**I/O nets highlighted**

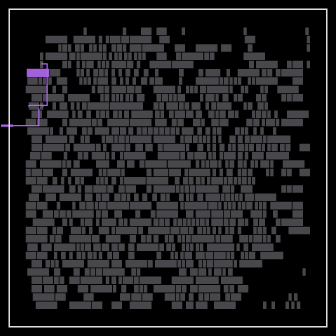
**Cell density map**

10 x 10 tiles, from black (low) to pale yellow (high), 0 to 100% covered.
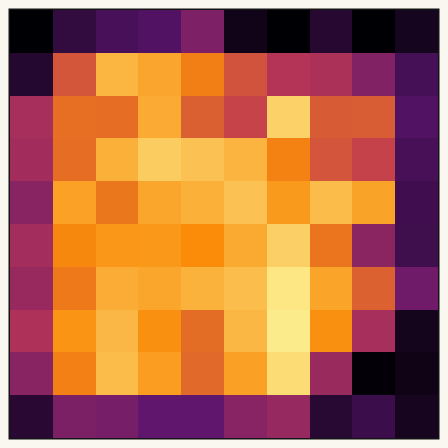
**Cell outlines without signal wires**

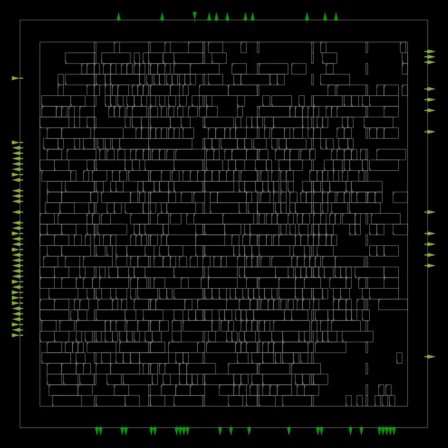
File: config.mk
export PLATFORM = sky130hd
export DESIGN_NAME = imem_loader_flat
export DESIGN_NICKNAME = d
export VERILOG_FILES = /design/src/rtl/processor_pkg.sv /design/src/rtl/imem_loader_if.sv /design/src/rtl/imem_word_assembler.sv /design/src/rtl/imem_loader.sv /design/src/flat_wrapper.sv
export SDC_FILE = /design/constraint.sdc
export NUM_CORES = 1
export LEC_CHECK = 0
export ABC_AREA = 1
export CORE_MARGIN = 5
export CORE_UTILIZATION = 53
export CTS_CLUSTER_SIZE = 16
export DETAILED_ROUTE_END_ITERATION = 6
export PLACE_DENSITY = 0.8
export SYNTH_ARGS = -nofsm -noshare
export SYNTH_HDL_FRONTEND = slang
export SYNTH_SLANG_ARGS = --single-unit
export TNS_END_PERCENT = 30
File: constraint.sdc
create_clock -name clk -period 2.24 [get_ports clk]
set_input_delay 0.224 -clock clk [delete_from_list [all_inputs] [get_ports clk]]
set_output_delay 0.224 -clock clk [all_outputs]
set_load 0.02 [all_outputs]
File: src/rtl/processor_pkg.sv
// rtl/processor_pkg.sv - shared loader types and instruction-memory sizing
//
// Contents:
//   loader_state_t  loader FSM state encoding
//   IMEM_DEPTH      instruction memory depth in 32-bit words
//   LEN_W           width of the word count and the word index
//   LEN_ONE         unit increment at LEN_W bits
package processor_pkg;

    localparam int IMEM_DEPTH = 2048;
    localparam int LEN_W      = 16;

    localparam logic [LEN_W-1:0] LEN_ONE = LEN_W'(1);

    typedef enum logic [2:0] {
        IDLE   = 3'd0,
        LEN_LO = 3'd1,
        LEN_HI = 3'd2,
        DATA   = 3'd3,
        WRITE  = 3'd4,
        DONE   = 3'd5,
        ERR    = 3'd6
    } loader_state_t;

endpackage

File: src/rtl/imem_loader_if.sv
// rtl/imem_loader_if.sv - byte stream, memory write port and status bundle of the loader
//
// Signals:
//   start                        arm a load (pulse)
//   in_valid / in_data / in_ready  byte stream handshake
//   mem_we / mem_addr / mem_wdata  instruction BRAM write port
//   cpu_hold / busy / done / err   status towards the core and the host
// Modports:
//   master  stream source / memory sink / status observer
//   slave   the loader itself
interface imem_loader_if #(
    parameter int ADDR_W = 32
) ();
    logic              start;
    logic              in_valid;
    logic [7:0]        in_data;
    logic              in_ready;
    logic              mem_we;
    logic [ADDR_W-1:0] mem_addr;
    logic [31:0]       mem_wdata;
    logic              cpu_hold;
    logic              busy;
    logic              done;
    logic              err;

    modport master (
        output start, in_valid, in_data,
        input  in_ready, mem_we, mem_addr, mem_wdata, cpu_hold, busy, done, err
    );

    modport slave (
        input  start, in_valid, in_data,
        output in_ready, mem_we, mem_addr, mem_wdata, cpu_hold, busy, done, err
    );
endinterface

File: src/rtl/imem_word_assembler.sv
// rtl/imem_word_assembler.sv - packs little-endian bytes into 32-bit words
//
// Ports:
//   clk, rst_n   clock, synchronous active-low reset
//   clear        restart at lane 0 (takes priority over byte_valid)
//   byte_valid   byte_data is accepted this cycle
//   byte_data    incoming byte, written to lane byte_cnt
//   word         assembled word register (lane 0 = bits [7:0])
//   byte_cnt     next lane to be filled
//   word_valid   one-cycle pulse the cycle after lane 3 was filled
module imem_word_assembler (
    input  logic        clk,
    input  logic        rst_n,
    input  logic        clear,
    input  logic        byte_valid,
    input  logic [7:0]  byte_data,
    output logic [31:0] word,
    output logic [1:0]  byte_cnt,
    output logic        word_valid
);

    always_ff @(posedge clk) begin
        if (!rst_n) begin
            word       <= 32'd0;
            byte_cnt   <= 2'd0;
            word_valid <= 1'b0;
        end else if (clear) begin
            byte_cnt   <= 2'd0;
            word_valid <= 1'b0;
        end else begin
            word_valid <= byte_valid && (byte_cnt == 2'd3);
            if (byte_valid) begin
                word[{byte_cnt, 3'b000} +: 8] <= byte_data;
                // 2-bit counter wraps back to lane 0 after the 4th byte
                byte_cnt <= byte_cnt + 2'd1;
            end
        end
    end

endmodule

File: src/rtl/imem_loader.sv
// rtl/imem_loader.sv - length-prefixed byte-stream loader for the instruction memory
//
// Parameters:
//   DEPTH   instruction memory depth in words; longer images go to ERR
//   ADDR_W  width of the byte address driven to memory
// Ports:
//   clk, rst_n  clock, synchronous active-low reset
//   bus         imem_loader_if.slave: start, byte stream (in_valid/in_data/in_ready),
//               BRAM write port (mem_we/mem_addr/mem_wdata), status
//               (cpu_hold/busy/done/err); every output is a register
module imem_loader
    import processor_pkg::*;
#(
    parameter int DEPTH  = IMEM_DEPTH,
    parameter int ADDR_W = 32
) (
    input  logic          clk,
    input  logic          rst_n,
    imem_loader_if.slave  bus
);

    localparam logic [LEN_W:0] DEPTH_LIM = (LEN_W + 1)'(DEPTH);

    loader_state_t     state_q;
    logic [LEN_W-1:0]  len_q;
    logic [LEN_W-1:0]  word_idx_q;
    logic              in_ready_q;
    logic              cpu_hold_q;
    logic              busy_q;
    logic              done_q;
    logic              err_q;
    logic [ADDR_W-1:0] mem_addr_q;

    logic              xfer;
    logic [LEN_W-1:0]  len_full;
    logic              asm_clear;
    logic              asm_valid;
    logic [31:0]       asm_word;
    logic [1:0]        asm_byte_cnt;
    logic              asm_word_valid;

    assign xfer      = bus.in_valid && in_ready_q;
    // Word count as it becomes complete with the high byte on the bus
    assign len_full  = {bus.in_data, len_q[7:0]};
    assign asm_clear = (state_q == LEN_HI) && xfer;
    assign asm_valid = (state_q == DATA) && xfer;

    imem_word_assembler u_asm (
        .clk        (clk),
        .rst_n      (rst_n),
        .clear      (asm_clear),
        .byte_valid (asm_valid),
        .byte_data  (bus.in_data),
        .word       (asm_word),
        .byte_cnt   (asm_byte_cnt),
        .word_valid (asm_word_valid)
    );

    always_ff @(posedge clk) begin
        if (!rst_n) begin
            state_q    <= IDLE;
            len_q      <= '0;
            word_idx_q <= '0;
            in_ready_q <= 1'b0;
            cpu_hold_q <= 1'b1;
            busy_q     <= 1'b0;
            done_q     <= 1'b0;
            err_q      <= 1'b0;
            mem_addr_q <= '0;
        end else begin
            done_q <= 1'b0;
            case (state_q)
                IDLE: begin
                    if (bus.start) begin
                        state_q    <= LEN_LO;
                        in_ready_q <= 1'b1;
                        busy_q     <= 1'b1;
                    end
                end
                LEN_LO: begin
                    if (xfer) begin
                        len_q[7:0] <= bus.in_data;
                        state_q    <= LEN_HI;
                    end
                end
                LEN_HI: begin
                    if (xfer) begin
                        len_q[15:8] <= bus.in_data;
                        word_idx_q  <= '0;
                        if (len_full == '0) begin
                            state_q    <= DONE;
                            in_ready_q <= 1'b0;
                            busy_q     <= 1'b0;
                            done_q     <= 1'b1;
                            cpu_hold_q <= 1'b0;
                        end else if ({1'b0, len_full} > DEPTH_LIM) begin
                            state_q    <= ERR;
                            in_ready_q <= 1'b0;
                            busy_q     <= 1'b0;
                            err_q      <= 1'b1;
                        end else begin
                            state_q <= DATA;
                        end
                    end
                end
                DATA: begin
                    if (xfer && (asm_byte_cnt == 2'd3)) begin
                        // Address is captured here so it is stable for the WRITE cycle
                        state_q    <= WRITE;
                        in_ready_q <= 1'b0;
                        mem_addr_q <= {{(ADDR_W - LEN_W - 2){1'b0}}, word_idx_q, 2'b00};
                    end
                end
                WRITE: begin
                    if (word_idx_q + LEN_ONE == len_q) begin
                        // Index is left on the last word so it never reaches DEPTH
                        state_q    <= DONE;
                        busy_q     <= 1'b0;
                        done_q     <= 1'b1;
                        cpu_hold_q <= 1'b0;
                    end else begin
                        word_idx_q <= word_idx_q + LEN_ONE;
                        state_q    <= DATA;
                        in_ready_q <= 1'b1;
                    end
                end
                DONE: begin
                    if (bus.start) begin
                        state_q    <= LEN_LO;
                        in_ready_q <= 1'b1;
                        busy_q     <= 1'b1;
                        cpu_hold_q <= 1'b1;
                    end
                end
                ERR: begin
                    if (bus.start) begin
                        state_q    <= LEN_LO;
                        in_ready_q <= 1'b1;
                        busy_q     <= 1'b1;
                        err_q      <= 1'b0;
                    end
                end
                default: begin
                    state_q    <= IDLE;
                    in_ready_q <= 1'b0;
                    busy_q     <= 1'b0;
                    cpu_hold_q <= 1'b1;
                end
            endcase
        end
    end

    assign bus.in_ready  = in_ready_q;
    assign bus.mem_we    = asm_word_valid;
    assign bus.mem_addr  = mem_addr_q;
    assign bus.mem_wdata = asm_word;
    assign bus.cpu_hold  = cpu_hold_q;
    assign bus.busy      = busy_q;
    assign bus.done      = done_q;
    assign bus.err       = err_q;

endmodule

File: src/flat_wrapper.sv
// flat-port wrapper written by rule: the top's interface ports become plain ports
module imem_loader_flat import processor_pkg::*;
#(
    parameter int DEPTH  = IMEM_DEPTH,
    parameter int ADDR_W = 32
)
  (clk, rst_n, bus_start, bus_in_valid, bus_in_data, bus_in_ready, bus_mem_we, bus_mem_addr, bus_mem_wdata, bus_cpu_hold, bus_busy, bus_done, bus_err);
  imem_loader_if #(.ADDR_W(ADDR_W)) bus_i ();
  input  logic clk;
  input  logic rst_n;
  input wire logic [$bits(bus_i.start)-1:0] bus_start;
  input wire logic [$bits(bus_i.in_valid)-1:0] bus_in_valid;
  input wire logic [$bits(bus_i.in_data)-1:0] bus_in_data;
  output wire logic [$bits(bus_i.in_ready)-1:0] bus_in_ready;
  output wire logic [$bits(bus_i.mem_we)-1:0] bus_mem_we;
  output wire logic [$bits(bus_i.mem_addr)-1:0] bus_mem_addr;
  output wire logic [$bits(bus_i.mem_wdata)-1:0] bus_mem_wdata;
  output wire logic [$bits(bus_i.cpu_hold)-1:0] bus_cpu_hold;
  output wire logic [$bits(bus_i.busy)-1:0] bus_busy;
  output wire logic [$bits(bus_i.done)-1:0] bus_done;
  output wire logic [$bits(bus_i.err)-1:0] bus_err;
  assign bus_i.start = bus_start;
  assign bus_i.in_valid = bus_in_valid;
  assign bus_i.in_data = bus_in_data;
  assign bus_in_ready = bus_i.in_ready;
  assign bus_mem_we = bus_i.mem_we;
  assign bus_mem_addr = bus_i.mem_addr;
  assign bus_mem_wdata = bus_i.mem_wdata;
  assign bus_cpu_hold = bus_i.cpu_hold;
  assign bus_busy = bus_i.busy;
  assign bus_done = bus_i.done;
  assign bus_err = bus_i.err;
  imem_loader #(.DEPTH(DEPTH), .ADDR_W(ADDR_W)) u_core (.clk(clk), .rst_n(rst_n), .bus(bus_i));
endmodule
==> summary.rpt <==
SYNTH
-------------------------------------------------------------------------------------
Yosys xor share                                                                0.189%
Post-synthesis share of cell area spent on and, or, nand and nor gates          31.5%
Synthesized-area fraction occupied by ao, oa, aoi and oai cells                 16.8%
YS warnings                                                                         0
Number of flip-flops and latches in the synthesized netlist                        91
MUX share of area                                                                  0%
Area share of the largest cell type after synthesis                             39.3%
Adders+Majority by Area                                                         1.62%
Gate count after technology mapping                                               666
Main area contributors after synthesis                                   sky130_fd_sc_hd__dfxtp_1 (39%), sky130_fd_sc_hd__nand2_1 (11%), sky130_fd_sc_hd__a21oi_1 (7.2%)

CRITICAL PATH
-------------------------------------------------------------------------------------
FF-to-FF path depth                                                                16
Largest stage delay on the critical path                                      0.37 ns
Startpoint type of the worst setup path                                     flip-flop
Crit path buf inv count                                                             4
Crit path launch                                                         u_core.word_idx_q[0]$_SDFFE_PN0P_
WP data arrival                                                               2.49 ns
Endpoint of the worst-slack reg-to-reg timing path                       u_core.word_idx_q[1]$_SDFFE_PN0P_
Critical-path top delay cell                                             sky130_fd_sc_hd__dfxtp_2
WP depth                                                                           16

POWER
-------------------------------------------------------------------------------------
Power per standard cell area                                              927 mW/mm^2
Switching share of power                                                        41.4%
Switching power of the nets                                                   2.26 mW
Overall power consumption                                                     5.47 mW
Sequential power                                                              2.12 mW

DRT
-------------------------------------------------------------------------------------
Detailed-route vias per instance                                                 5.43
Remaining number of nets flagged by the antenna check after routing                 0
Total met3 wirelength after detailed routing                                   846 um
Detailed-router iteration count before antenna repair                               5
Total met2 wirelength after detailed routing                                  6.33 mm

FLOORPLANNING
-------------------------------------------------------------------------------------
Die Span Y                                                                     104 um
Taps Inserted                                                                     108
Chip footprint                                                           0.0107 sq mm

FINAL LAYOUT
-------------------------------------------------------------------------------------
Final-stage net count                                                             772
Number of logic gates                                                             484
Area occupied by registers                                               0.00183 sq mm
Most used logic cell in the final layout                                 sky130_fd_sc_hd__nand2_1
Post-route standard cell area excluding fillers                          0.00590 sq mm
Register with the highest flop count                                     u_core.u_asm.word
Total area of multi-input combinational cells                            0.00251 sq mm
Top Layout Cells                                                         sky130_fd_sc_hd__nand2_1 (131), sky130_fd_sc_hd__dfxtp_1 (82), sky130_fd_sc_hd__a21oi_1 (67), sky130_fd_sc_hd__clkdlybuf4s50_1 (64), sky130_fd_sc_hd__inv_1 (62)
Count of non-filler cells in the finished layout                                  867
Ratio of cells with drive above 1 in the final layout                           14.9%
Area growth from synthesis to layout                                            27.3%

CLOCKING
-------------------------------------------------------------------------------------
Buffer count from post-CTS setup fixing                                             0
Hold_buf cts                                                                        0
Clock transition at path regs                                                 0.10 ns
Number of buffers created by CTS                                                    9
Root Buffer Master                                                       sky130_fd_sc_hd__clkbuf_8

MIN PATH
-------------------------------------------------------------------------------------
Worst min-delay path category                                                  in2reg
Startpoint of the lowest-slack hold path                                        rst_n
Cell depth of the worst hold path                                                   2

GLOBAL ROUTING
-------------------------------------------------------------------------------------
Grt peak-use layer                                                               met2
Number of antenna violations at the first check in global routing                   0
GRT met2 Usage                                                                  38.6%
Total gr overflow                                                                   0
Aggregate global-route resource usage                                           23.0%
Global-route wire length before repair                                        21.0 mm

PLACE
-------------------------------------------------------------------------------------
Area after detailed placement                                            0.00542 sq mm
Routability-driven placement congestion ratio                                   0.921

FINAL TIMING
-------------------------------------------------------------------------------------
Achievable clock frequency                                                    448 MHz
Fin worst setup slack                                                      0.00961 ns

OUTCOME
-------------------------------------------------------------------------------------
Result of the run                                                        finished, final reports clean

Notes on 'I/O nets highlighted' above:
| port | color | direction | edge | end cells | buffers | wire |
|---|---|---|---|---|---|---|
| bus_in_ready | purple | output | west | 1 | 1 | 37.3 um |
number of top-level pins: 82
port buffer count: 65

Notes on 'cell density map' above:
nearly empty tiles: 4.0%
tiles over 75% full: 35%
fullest tile: 96%
floorplan utilization: 53.7%
final core occ: 68.3%
core footprint: 0.00864 sq mm

Notes on 'cell outlines without signal wires' above:
# rows: 34
FF+latch count: 91

Power and IR drop assume default switching activity.
